Design cam_sccb_init_seq, sky130hd; sources not shown.
run_1/placed.png
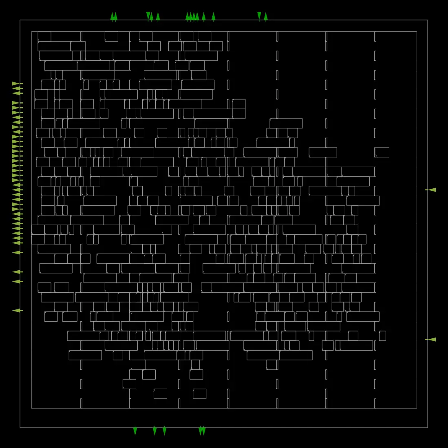
fin cells: 574
row cnt: 39
flip-flops: 61

run_1/ff_map.png
Scale bar: 20 microns. Other sequential cells in the stronger grey, the rest of the logic in the fainter grey.
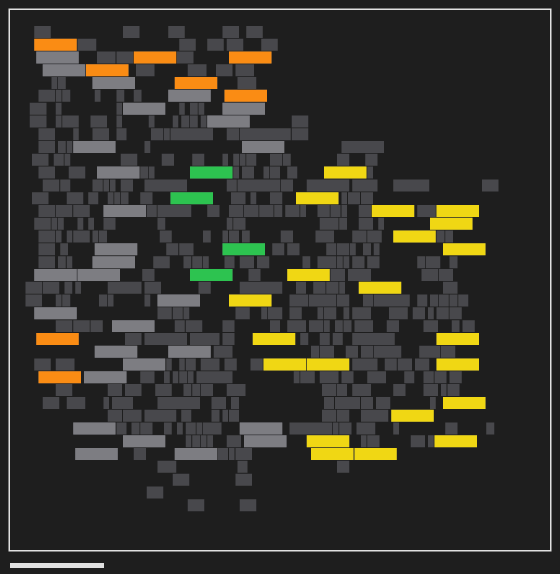
colour	signal	placed flops
yellow	tmr	21
green	state	4
orange	fail_addr	8
not coloured	28
FF+latch area: 1526 sq um
P_seq: 2.00 mW
Core Util, Final: 40.56%
fraction of area in registers: 32.68%

run_1/clock_wires.png
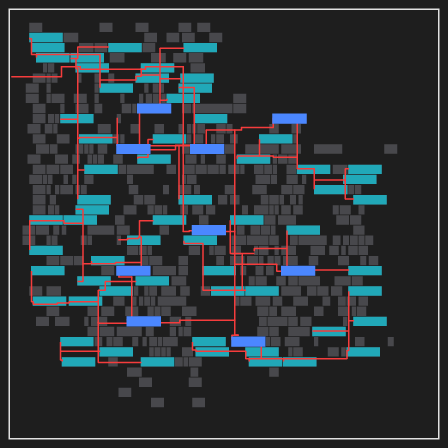
[cyan] flip-flops | count: 61
[blue] clock-net drivers | count: 9
[red] clock wires | length: 933 microns
flops lie	all over the die
clk pwr: 1.38 mW
Worst Skew: 0.004788 ns
Latency at later pin: 0.32 ns
clock power share: 22.2%

==> metrics.yaml, run 1 <==
status: "complete, but fails checks"
violations: "setup timing"
cp-end-kind: "flop"
yosys_area_sq_um: 2960
antenna_cells: 0
ys_sh_mux_pct: 3.043
grt_pass1_vias: 2842
ys_seq_share_pct: 51.56
cpMaxStageDelayCell: "or4_4"
cts.clk_slew.worst_paths_ns: 0.05
fillers: 1156
yosysWarnings: 0
clock_path_buffers: 2
met3WireLength_microns: 554
maxCapViolations: 0
xor_area_share_pct: 4.734
vias: 2742
numPortBuffers: 56
synth_nets: 330
syn_inst: 307
tightest_slew_ns: 0.5516
rsz0062_at_grt: "true"
finalWorstSetupSlack_ns: -0.1755
slew_headroom_pct: 63.23
r2r_cells: 7
cts_root_buf: "clkbuf_16"
fin_crit_sh_pct: 108.4
h-tree-depth: 3
ys_top_logic_family: "simple AND/OR/NAND/NOR gates"
critical_path.max_fanout: 8
drv_slew: 0
nNetsFinal: 451
dp.cells: 550
synth_area_sq_um: 2960
clock_sinks: 61
die_w_microns: 114.8
ys_dominant_reg_cell: "dfrtp_1"
yosysUniqueCellTypes: 47
chip_area_sq_um: 13180
initial_utilization_pct: 25.71
vias_per_cell: 4.777
layout.area.comb_sq_um: 1559
ant_nets: 0
grt_pass1_wl_microns: 13830
routed-wl-met2_microns: 3969
rrSetupSlack_ns: -0.18
simple_gate_area_share_pct: 26.54
dpl.hpwl_microns: 6044
ys_async_sr_fraction_pct: 100.0
path_depth: 7
crit_type: "flop to flop"
critPathRequiredTime_ns: 2.31
p_leak_nw: 2.021
ys_sh_adder_pct: 0.8453
power_mw: 6.216
cts_buffers: 9
ys.flops: 61
hold_viol_final: 0
fp.coreArea_sq_um: 11520
max_freq_mhz: 439.5
wire_per_inst_microns: 14.64
warnings: 29
powerDensity_nw_per_um2: 1331
grtUsageTotal_pct: 13.32
ys_sh_aoi_pct: 10.82
cp-start-kind: "flop"
min_period_ns: 2.275
die_h_microns: 114.8
io_pins: 57
gr-total-overflow: 0
firstDrtPassIters: 4
drt-initial-drc-count: 137
wl_met1_microns: 3739
path_cells: "inv_2 -> ha_4 -> or4b_4 -> or4_4 -> nor3_4 -> nor2_1 -> o221a_1"
yosys_cells: 307
min_path_type: "primary input to asynchronous set/reset pin"
tritoncts: "built"
critPathTopFamily: "simple AND/OR/NAND/NOR gates"
areaGrowthSynthToFinish_pct: 57.78
path_buffers: 1
holdWs_ns: 0.1847
setup_viol: 20
grt_max_degree: 24
drc: 0
drive_gt1_share_pct: 29.70
slowest_delay_ns: 0.60
largest_reg_flops: 21
totalWireLength_microns: 8406
syn_avg_cell_area_sq_um: 9.643
ir_worst_vdd_uv: 611.5
antenna_found_initial: 0
maxUsedRoutingLayer: "met4"
hold_buffers: 0
worst_ep_arrival_time_ns: 2.48
edf_count: 0
-- run 1: power by group --
group	total, mW	switching, mW	internal (mW)
Clock	1.38	0.491	0.886
Combinational	2.84	1.30	1.53
Sequential	2.00	0.337	1.67
Total	6.22	2.13	4.08
-- run 1: cells in the mapped netlist (4+ instances only) --
library cell	count	area, sq um
dfrtp_1	61	1526
nand2_1	53	198.9
nor2_1	24	90.09
nand3_1	22	110.1
o21ai_0	15	75.07
xnor2_1	12	105.1
a21oi_1	11	55.05
nor3_1	9	45.04
or3_1	9	56.30
mux2_2	8	90.09
clkbuf_1	7	26.28
inv_1	6	22.52
nand4_1	6	37.54
a211o_1	5	43.79
nor4_1	5	31.28
a211oi_1	4	30.03
xor2_1	4	35.03
-- run 1: logic make-up (layout without fill, tap and decap cells) --
group           after synthesis  count (layout)
mux                           8               8
xor+xnor                     16              16
simple gates                153             153
flops                        61              61
compound gates               50              50
fa+ha+maj                     2               2
buf+inv                      17             141
-- run 1: final cells by class --
type | count | share of cell area [%]
timing repair buffer | 121 | 23.84
clock buffer | 9 | 4.822
tap | 143 | 3.831
sequential | 61 | 32.68
clock inverter | 5 | 0.9644
multi-input combinational | 229 | 33.38
inverter | 6 | 0.4822
-- run 1: per-layer routing --
layer | vias up | global-route usage (%)
met5 | - | 0
met4 | 0 | 4.695
met3 | 11 | 4.684
met2 | 70 | 21.07
met1 | 1328 | 16.98
li1 | 1333 | -
-- run 1: placed cells by master (no fill, tap or decap), types with 3 or more instances in the layout --
master            n
a21oi_2           3
nand2_2           3
nand2_1          49
dfrtp_1          61
nor2_1           20
mux2_2            8
buf_4            51
clkinv_1          3
a211o_1           5
clkbuf_16         9
nor2_2            4
clkdlybuf4s50_1  55
nor3_1            8
a211oi_1          3
xor2_1            4
o21ai_2           5
buf_6            12
nand4_1           6
nor4_1            5
and3_1            3
o21ai_0           8
inv_1             5
nand3_1          19
or3_1             8
xnor2_1          11
a21oi_1           7
-- run 1: repair_timing --
item / 4_1_cts / 5_1_grt
setup endpoints to repair: 26 / 31
pin swaps: 7 / 21
resized: 10 / 48
buffers inserted: 7 / 3
-- run 1: stage by stage --
stage | setup TNS [ns] | area [sq um] | utilization [%] | worst slack [ns]
2_1_floorplan | -0.6716 | 2988 | - | -0.09428
3_3_place_gp | -2.309 | 4104 | 35.64 | -0.1060
3_5_place_dp | -3.094 | 4104 | 35.64 | -0.1713
4_1_cts | -2.287 | 4453 | 38.67 | -0.1495
5_1_grt | -4.184 | 4671 | 40.56 | -0.2445
6_report | -2.097 | 4671 | 40.56 | -0.1755
--- run 2 (diff from run 1) ---
--- a/config.mk
+++ b/config.mk
@@ -14,7 +14,7 @@
 export GPL_ROUTABILITY_DRIVEN = 0
 export HOLD_SLACK_MARGIN = 0.02
 export PLACE_DENSITY_LB_ADDON = 0.25
-export SLEW_MARGIN = 30
+export SLEW_MARGIN = 20
 export SYNTH_ARGS = -nofsm -noshare
 export SYNTH_HDL_FRONTEND = slang
 export SYNTH_SLANG_ARGS = --single-unit
run_2/ff_map.png
Scale bar: 20 microns. Other sequential cells in the stronger grey, the rest of the logic in the fainter grey.
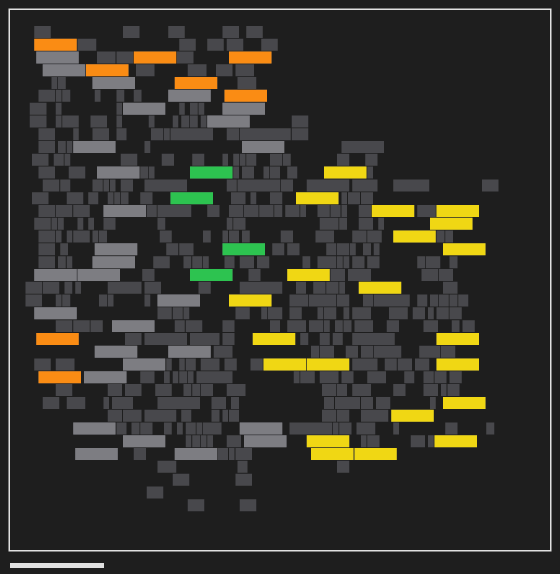
colour	signal	placed flops
green	state	4
yellow	tmr	21
orange	fail_addr	8

run_2/route_heat.png
The die is cut into 23 by 23 equal tiles; dark blue is low, red is high, scaled to the fullest tile. Values are wire area over tile area, all layers added.
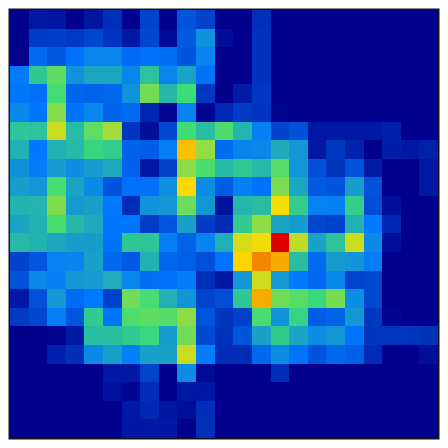
fullest tile	0.54
mean over tiles	0.10
emptiest ninth of the die	top right
densest ninth of the die	middle
nearly empty tiles	33%
tiles over half the peak	8.3%
Wirelength per Cell: 14.64 microns
Total GRT Usage: 13.32%

==> run 2 against run 1 <==
The flow still finishes with violations (setup timing). Cell count unchanged. Utilization unchanged. Critical path depth unchanged. Synthesized area unchanged. Power unchanged. Routed wire length unchanged. Critical path type unchanged. Largest power group unchanged.
==> metrics.yaml, run 2 <==
status: "complete, but fails checks"  # unchanged
violations: "setup timing"  # unchanged
min_period_ns: 2.275  # unchanged
edf_count: 0  # unchanged
ys.flops: 61  # unchanged
powerDensity_nw_per_um2: 1331  # unchanged
ys_dominant_reg_cell: "dfrtp_1"  # unchanged
fin_crit_sh_pct: 108.4  # unchanged
r2r_cells: 7  # unchanged
holdWs_ns: 0.1847  # unchanged
topCellsByArea: "dfrtp_1, nand2_1, nand3_1"  # unchanged
gr-total-overflow: 0  # unchanged
cts.clk_slew.worst_paths_ns: 0.05  # about the same
slew_headroom_pct: 63.23  # unchanged
drc: 0  # unchanged
fillers: 1156  # unchanged
yosysUniqueCellTypes: 47  # unchanged
maxCapViolations: 0  # unchanged
num_rows: 39  # unchanged
h-tree-depth: 3  # unchanged
cp-start-kind: "flop"  # unchanged
grt_max_degree: 24  # unchanged
max_freq_mhz: 439.5  # unchanged
nNetsFinal: 451  # unchanged
grt-busiest-layer: "met2"  # unchanged
min_path_type: "primary input to asynchronous set/reset pin"  # unchanged
rsz0062_at_grt: "true"  # unchanged
hold_buffers: 0  # unchanged
clock_path_buffers: 2  # unchanged
drv_slew: 0  # unchanged
setup_viol: 20  # unchanged
ant_nets: 0  # unchanged
cts_root_buf: "clkbuf_16"  # unchanged
yosys_area_sq_um: 2960  # unchanged
dp_worst_setup_slack_ns: -0.1713  # unchanged
dpl.hpwl_microns: 6044  # unchanged
top_area_cell: "dfrtp_1"  # unchanged
areaGrowthSynthToFinish_pct: 57.78  # unchanged
fp.coreArea_sq_um: 11520  # unchanged
clk-insertion-delay-late_ns: 0.32  # about the same
use_met1_pct: 16.98  # unchanged
synth_nets: 330  # unchanged
grt_pass1_vias: 2842  # unchanged
chip_area_sq_um: 13180  # unchanged
drive_gt1_share_pct: 29.70  # unchanged
die_h_microns: 114.8  # unchanged
ys_async_sr_fraction_pct: 100.0  # unchanged
warnings: 29  # unchanged
top_cell: "dfrtp_1"  # unchanged
worst_ep_arrival_time_ns: 2.48  # about the same
mostFrequentLayoutCell: "dfrtp_1"  # unchanged
vias: 2742  # unchanged
crit_type: "flop to flop"  # unchanged
ir_worst_vdd_uv: 611.5  # unchanged
grt_pass1_wl_microns: 13830  # unchanged
ys_seq_share_pct: 51.56  # unchanged
grt_util_met2_pct: 21.07  # unchanged
io_pins: 57  # unchanged
p_leak_nw: 2.021  # unchanged
tritoncts: "built"  # unchanged
antenna_cells: 0  # unchanged
cts_buffers: 9  # unchanged
syn_inst: 307  # unchanged
die_w_microns: 114.8  # unchanged
yosysWarnings: 0  # unchanged
totalWireLength_microns: 8406  # unchanged
finalWorstSetupSlack_ns: -0.1755  # unchanged
numPortBuffers: 56  # unchanged
run 2: metal layers:
metal | share of wire (%) | wire, microns
met5 | 0 | 0
met4 | 1.7 | 143
met3 | 6.6 | 554
met2 | 47 | 3969
met1 | 44 | 3739
run 2: kinds of logic (layout without fill, tap and decap cells):
kind of cell               count (synthesis)  after routing  share of synthesized area [%]
xor gates and xnor gates                  16             16                          4.734
and+or+nand+nor                          153            153                          26.54
AOI/OAI and AO/OA                         50             50                          10.82
DFF                                       61             61                          51.56
buffers and inverters                     17            141                          2.451
adders and majority gates                  2              2                         0.8452
muxes                                      8              8                          3.043
run 2: power breakdown:
part           switching [mW]  total (mW)  internal [mW]
Clock                   0.491        1.38          0.886
Sequential              0.337        2.00           1.67
Combinational            1.30        2.84           1.53
Total                    2.13        6.22           4.08
run 2: timing repair:
action,CTS,global route
resized,10,48
pin swaps,7,21
buffers inserted,7,3
endpoints found under the setup margin,26,31
run 2: worst max-delay path, stage by stage, from the launching register on:
cell	delay, ns
dfrtp_1	0.38
inv_2	0.08
ha_4	0.13
or4b_4	0.49
or4_4	0.60
nor3_4	0.20
nor2_1	0.07
o221a_1	0.21
run 2: layout make-up:
class,instances,area [sq um],area share (%)
clock buffers,9,225.2,4.822
flip-flops and latches,61,1526,32.68
multi-input cells,229,1559,33.38
inverters,6,22.52,0.4822
clock inverters,5,45.04,0.9644
repair buffers,121,1114,23.84
well taps,143,178.9,3.831
run 2: stage by stage:
step                      util, %  setup TNS, ns  power, mW  cells  instance area, sq um
after floorplan                 -        -0.6716      3.287    307                  2988
after global placement      35.64         -2.309      4.649    550                  4104
after detailed placement    35.64         -3.094      4.675    550                  4104
after CTS                   38.67         -2.287      6.151    571                  4453
after global routing        40.56         -4.184      6.690    574                  4671
final                       40.56         -2.097      6.216    574                  4671
Power figures rest on the tool's default switching activity, not on a simulated workload.
